Sequential cells coloured by netlist name:
Other sequential cells in the stronger grey, the rest of the logic in the fainter grey.
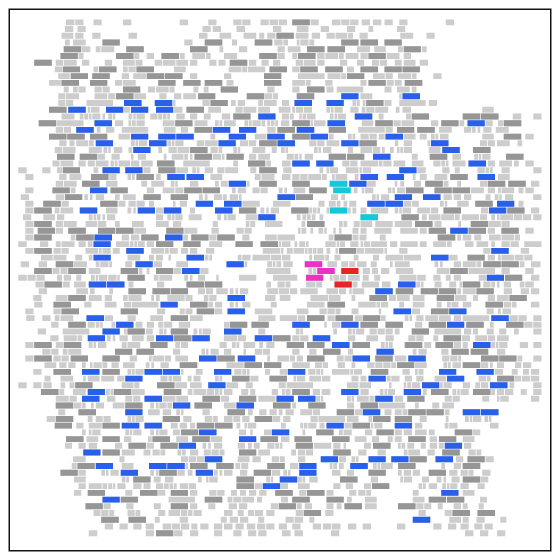
Track usage over the die:
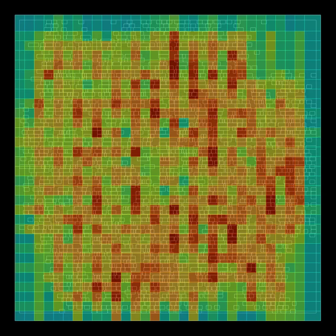
Logic cells by family:
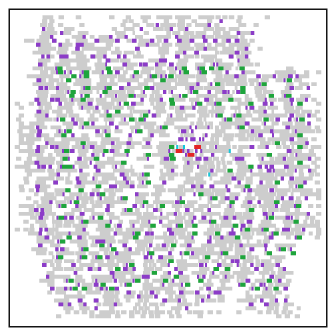
The metal 2 layer:
Cells faint in the background.
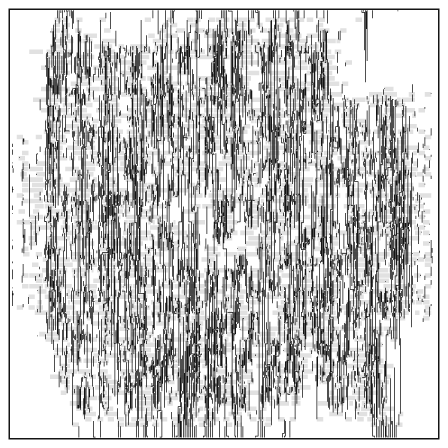
Metal 3:
The bar under the picture is 50 µm long.
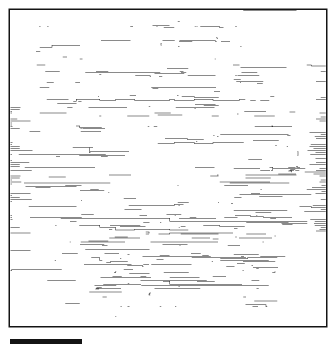
File: config.mk
export PLATFORM = sky130hd
export DESIGN_NAME = ctrl_psum_packer
export DESIGN_NICKNAME = d
export VERILOG_FILES = /design/src/rtl/ctrl_psum_packer_pkg.sv /design/src/rtl/ctrl_psum_packer_lane_writer.sv /design/src/rtl/ctrl_psum_packer.sv
export SDC_FILE = /design/constraint.sdc
export NUM_CORES = 1
export LEC_CHECK = 0
export CORE_MARGIN = 3
export CORE_UTILIZATION = 45
export CTS_BUF_LIST = sky130_fd_sc_hd__clkbuf_8
export CTS_CLUSTER_DIAMETER = 30
export CTS_CLUSTER_SIZE = 8
export DETAILED_ROUTE_END_ITERATION = 8
export GPL_TIMING_DRIVEN = 1
export HOLD_SLACK_MARGIN = 0.15
export PLACE_DENSITY = 0.65
export SLEW_MARGIN = 20
export SYNTH_ARGS = -nofsm -noshare
export SYNTH_HDL_FRONTEND = slang
export SYNTH_SLANG_ARGS = --single-unit
File: constraint.sdc
create_clock -name clk -period 2.85 [get_ports clk]
set_input_delay 0.4275 -clock clk [delete_from_list [all_inputs] [get_ports clk]]
set_output_delay 0.4275 -clock clk [all_outputs]
set_load 0.03 [all_outputs]
File: src/rtl/ctrl_psum_packer_pkg.sv
// Shared constants and types for the controller result path (packer and result reverser).
// Lane geometry, fill-buffer state encoding and the lane-placement rule live here.
package ctrl_psum_packer_pkg;

  localparam int PARTIAL_SUM_BW = 20;
  localparam int WORDSIZE       = 160;
  localparam int LANES          = WORDSIZE / PARTIAL_SUM_BW;
  localparam int OUT_COUNT_W    = $clog2(LANES + 1);
  localparam int IDX_W          = (LANES > 1) ? $clog2(LANES) : 1;

  typedef enum logic [1:0] {
    EMPTY = 2'd0,
    FILL  = 2'd1,
    HOLD  = 2'd2
  } psum_fill_state_e;

  // Physical lane for beat number idx; reversed order puts the first beat in the MSB lane.
  function automatic int lane_of(input int idx, input logic rev, input int lanes);
    return rev ? (lanes - 1 - idx) : idx;
  endfunction

endpackage

File: src/rtl/ctrl_psum_packer_lane_writer.sv
// Combinational lane insert: returns the fill word with one lane replaced by the beat data.
// All other lanes pass through untouched.
module CTRL_psum_lane_writer
  import ctrl_psum_packer_pkg::*;
#(
  parameter int WORDSIZE       = ctrl_psum_packer_pkg::WORDSIZE,
  parameter int PARTIAL_SUM_BW = ctrl_psum_packer_pkg::PARTIAL_SUM_BW,
  parameter int IDX_W          = ctrl_psum_packer_pkg::IDX_W
) (
  input  logic [WORDSIZE-1:0]              fill_i,
  input  logic signed [PARTIAL_SUM_BW-1:0] data_i,
  input  logic [IDX_W-1:0]                 idx_i,
  input  logic                             rev_i,
  output logic [WORDSIZE-1:0]              fill_o
);

  localparam int NUM_LANES = WORDSIZE / PARTIAL_SUM_BW;

  int lane_sel;

  always_comb begin
    lane_sel = lane_of(int'(idx_i), rev_i, NUM_LANES);
    fill_o   = fill_i;
    for (int l = 0; l < NUM_LANES; l++) begin
      if (l == lane_sel) begin
        fill_o[l*PARTIAL_SUM_BW +: PARTIAL_SUM_BW] = data_i;
      end
    end
  end

endmodule

File: src/rtl/ctrl_psum_packer.sv
// Packs a stream of signed partial sums into LANES-wide result words.
// A fill buffer, a one-word holding slot and a registered output port sustain one beat per cycle.
module ctrl_psum_packer
  import ctrl_psum_packer_pkg::*;
#(
  parameter int WORDSIZE       = ctrl_psum_packer_pkg::WORDSIZE,
  parameter int PARTIAL_SUM_BW = ctrl_psum_packer_pkg::PARTIAL_SUM_BW,
  localparam int NUM_LANES     = WORDSIZE / PARTIAL_SUM_BW,
  localparam int CNT_W         = $clog2(NUM_LANES + 1)
) (
  input  logic                             clk,
  input  logic                             rst,
  input  logic                             in_valid,
  output logic                             in_ready,
  input  logic signed [PARTIAL_SUM_BW-1:0] in_data,
  input  logic                             in_last,
  input  logic                             reverse,
  output logic                             out_valid,
  input  logic                             out_ready,
  output logic [WORDSIZE-1:0]              out_data,
  output logic [CNT_W-1:0]                 out_count
);

  localparam int LIDX_W = (NUM_LANES > 1) ? $clog2(NUM_LANES) : 1;

  psum_fill_state_e    state_q, state_d;
  logic [LIDX_W-1:0]   idx_q, idx_d;
  logic                rev_q, rev_d;
  logic [WORDSIZE-1:0] fill_q, fill_d;
  logic [WORDSIZE-1:0] hold_q, hold_d;
  logic [CNT_W-1:0]    hold_cnt_q, hold_cnt_d;
  logic [WORDSIZE-1:0] out_data_q, out_data_d;
  logic [CNT_W-1:0]    out_count_q, out_count_d;
  logic                out_valid_q, out_valid_d;

  logic                accept;
  logic                complete;
  logic                out_free;
  logic                rev_eff;
  logic [CNT_W-1:0]    cnt_new;
  logic [WORDSIZE-1:0] fill_wr;

  // in_ready depends only on registered state, never on out_ready.
  assign in_ready  = !rst && (state_q != HOLD);
  assign out_valid = out_valid_q;
  assign out_data  = out_data_q;
  assign out_count = out_count_q;

  // The first beat of a word sees the live reverse input; later beats use the latched order.
  assign rev_eff = (idx_q == '0) ? reverse : rev_q;

  CTRL_psum_lane_writer #(
    .WORDSIZE       (WORDSIZE),
    .PARTIAL_SUM_BW (PARTIAL_SUM_BW),
    .IDX_W          (LIDX_W)
  ) u_lane_writer (
    .fill_i (fill_q),
    .data_i (in_data),
    .idx_i  (idx_q),
    .rev_i  (rev_eff),
    .fill_o (fill_wr)
  );

  always_comb begin
    accept   = in_valid && in_ready;
    out_free = !out_valid_q || out_ready;
    complete = accept && ((idx_q == LIDX_W'(NUM_LANES - 1)) || in_last);
    cnt_new  = CNT_W'(idx_q) + CNT_W'(1);

    state_d     = state_q;
    idx_d       = idx_q;
    rev_d       = rev_q;
    fill_d      = fill_q;
    hold_d      = hold_q;
    hold_cnt_d  = hold_cnt_q;
    out_data_d  = out_data_q;
    out_count_d = out_count_q;
    out_valid_d = out_valid_q && !out_ready;

    unique case (state_q)
      EMPTY, FILL: begin
        if (accept) begin
          rev_d = rev_eff;
          if (!complete) begin
            fill_d  = fill_wr;
            idx_d   = idx_q + LIDX_W'(1);
            state_d = FILL;
          end else if (out_free) begin
            out_data_d  = fill_wr;
            out_count_d = cnt_new;
            out_valid_d = 1'b1;
            fill_d      = '0;
            idx_d       = '0;
            state_d     = EMPTY;
          end else begin
            hold_d     = fill_wr;
            hold_cnt_d = cnt_new;
            fill_d     = '0;
            idx_d      = '0;
            state_d    = HOLD;
          end
        end
      end
      HOLD: begin
        // Output register is occupied here, so out_ready alone frees it this edge.
        if (out_ready) begin
          out_data_d  = hold_q;
          out_count_d = hold_cnt_q;
          out_valid_d = 1'b1;
          hold_d      = '0;
          hold_cnt_d  = '0;
          state_d     = EMPTY;
        end
      end
      default: begin
        state_d = EMPTY;
      end
    endcase
  end

  always_ff @(posedge clk) begin
    if (rst) begin
      state_q     <= EMPTY;
      idx_q       <= '0;
      rev_q       <= 1'b0;
      fill_q      <= '0;
      hold_q      <= '0;
      hold_cnt_q  <= '0;
      out_data_q  <= '0;
      out_count_q <= '0;
      out_valid_q <= 1'b0;
    end else begin
      state_q     <= state_d;
      idx_q       <= idx_d;
      rev_q       <= rev_d;
      fill_q      <= fill_d;
      hold_q      <= hold_d;
      hold_cnt_q  <= hold_cnt_d;
      out_data_q  <= out_data_d;
      out_count_q <= out_count_d;
      out_valid_q <= out_valid_d;
    end
  end

endmodule

==> results.toml <==
# flow metrics
[pwr]
pwr-share-comb = 0.058
max-vdd-ir-drop_mv = 0.355
pwr-share-clk = 0.523
leakage_nw = 8.10
p_seq_frac = 0.420
powerDensity_nw_per_um2 = 654
power.total_mw = 16.7
p_int_mw = 12.8
p_sw_frac = 0.234
switchingPower_mw = 3.90

[final_timing]
slew_viol_final = 0
fin_crit_sh = 0.936
worst_slack_ps = 183
tns_ps = 0
slew_headroom = 0.253
clock-skew-final_ps = 32.5
fin_crit_ps = 2670
setup_viol = 0
hold_viol = 0
tightest_slew_ps = 1120
rsz0062_at_grt = "false"

[synth]
synthTopCellsByCount = "495 x dfxtp_1, 176 x nand2_1, 164 x nand2b_1"
edf_count = 0
ys_area_um2 = 20300
ys_sh_mux = 0.0803
floorplan.nets = 1952
ys_sh_simple = 0.161
synth_top_area_share = 0.488
postSynthAreaPerCell_um2 = 10.6
yosys.cell_count.top_type = "dfxtp_1"
ys_seq_elements = 495
syn_inst = 1923
ys_seq_share = 0.488
ys_sh_xor = 0
synthAoiAreaFrac = 0.218
synth.logic.top_family = "AND-OR/OR-AND gates"

[detailed_routing]
viasPerCell = 5.91
drtIter0Drc = 1277
dr_wl_met3_um = 4290
dr.max_layer_used = "met4"
wl_met2_um = 28600
num_vias = 16200
wl_met1_um = 27300
ant_nets = 0
drc = 0

[run]
warnings = 31
maxCapViolCount = 0

[critical_path]
cp.required_ps = 2420
cp.buffers_inverters = 1
endpoint_kind = "output port"
max_stage_delay_ps = 750
cp-endpoint = "in_ready"
cp_max_fo = 6
r2r-end = "hold_q[64]"
ff2ff_path_depth = 7
slowest_stage = "clkdlybuf4s50_1"
critical_path_depth = 3
start_kind = "flop"
arrival_ps = 2240
path_class = "flop to output port"
cp-startpoint = "state_q[1]"
timing.rr.start = "idx_q[0]"

[floorplan]
die_w_um = 219
die_h_um = 219
core_um2 = 44400
chipArea_um2 = 47700
fp_util = 0.458

[placement]
dp_cells = 2559
dp_slack_ps = 88.2
gpl.final_weighted_congestion = 0.776
dpl_cell_area_um2 = 23100

[clock_tree]
insertion_delay_ps = 660
cts_tree = "done"
h-tree-depth = 3
cts-hold-fix-buffers = 0
cts_num_sinks = 495
cts-buffers-inserted = 99
cts_resized = 0

[global_route]
grt_use_met1 = 0.343
grt_pass1_vias = 16100
antenna_found_initial = 3
gr-total-overflow = 0
track_usage = 0.256
grt_max_degree = 263

[run_status]
status = "finished, final reports clean"

[finish]
finalNetCount = 2097
syn_to_final_growth_pct = 25.4
final_cell_area_um2 = 25500

[worst_hold_path]
holdPathStages = 3
-- 'sequential cells coloured by netlist name' (at the start) --
[red] state_q | flops: 2
[cyan] out_count | flops: 4
[blue] fill_q | flops: 160 | where: widely spread
[magenta] idx_q | flops: 3
not coloured: 326

-- 'track usage over the die' (at the start) --
routed length per instance: 22.8 µm
met2 Usage GRT: 0.408
most used routing layer: met2
fin util: 0.574

-- 'logic cells by family' (at the start) --
[purple] nand cells | cells: 512 | where: widely spread
[cyan] inv cells | cells: 4 | where: centre
[red] fa/ha/maj cells | cells: 3
[green] mux cells | cells: 163 | where: widely spread
most numerous logic cell after layout: dfxtp_1
fin cells: 2738
Comb/total area: 0.373

-- 'the metal 2 layer' (at the start) --
main direction: vertical
wire length on this layer: 28.6 mm
share of all routed wire: 46%
nets with wire on the layer: 1807

-- 'metal 3' (at the start) --
nets with wire on the layer: 183
wire length on this layer: 4290 µm
longest straight run: 95.0 µm
main direction: horizontal

[cell type report]
type                            count  area [µm²]
Fill cell                        3702       18900
Sequential cell                   495        9910
Multi-Input combinational cell   1205        9510
Timing Repair Buffer              263        2880
Clock buffer                      124        1710
Tap cell                          592         741
Clock inverter                     54         722
Inverter                            4        15.0
Antenna cell                        1        2.50
[power groups by stage]
stage	Combinational (mW)	Clock [mW]	Sequential, mW
final	0.964	8.71	7.00
after global routing	1.01	9.18	7.00
after CTS	0.956	8.81	7.00
after detailed placement	0.954	0	7.15
after global placement	0.948	0	7.15
after floorplan	0.523	0	7.17
[registers in the layout (all words and copies together), names as in the netlist]
name	cells
out_count	4
fill_q	160
hold_cnt_q	4
hold_q	160
idx_q	3
out_valid	1
out_data	160
rev_q	1
state_q	2
Power and IR drop assume default switching activity.
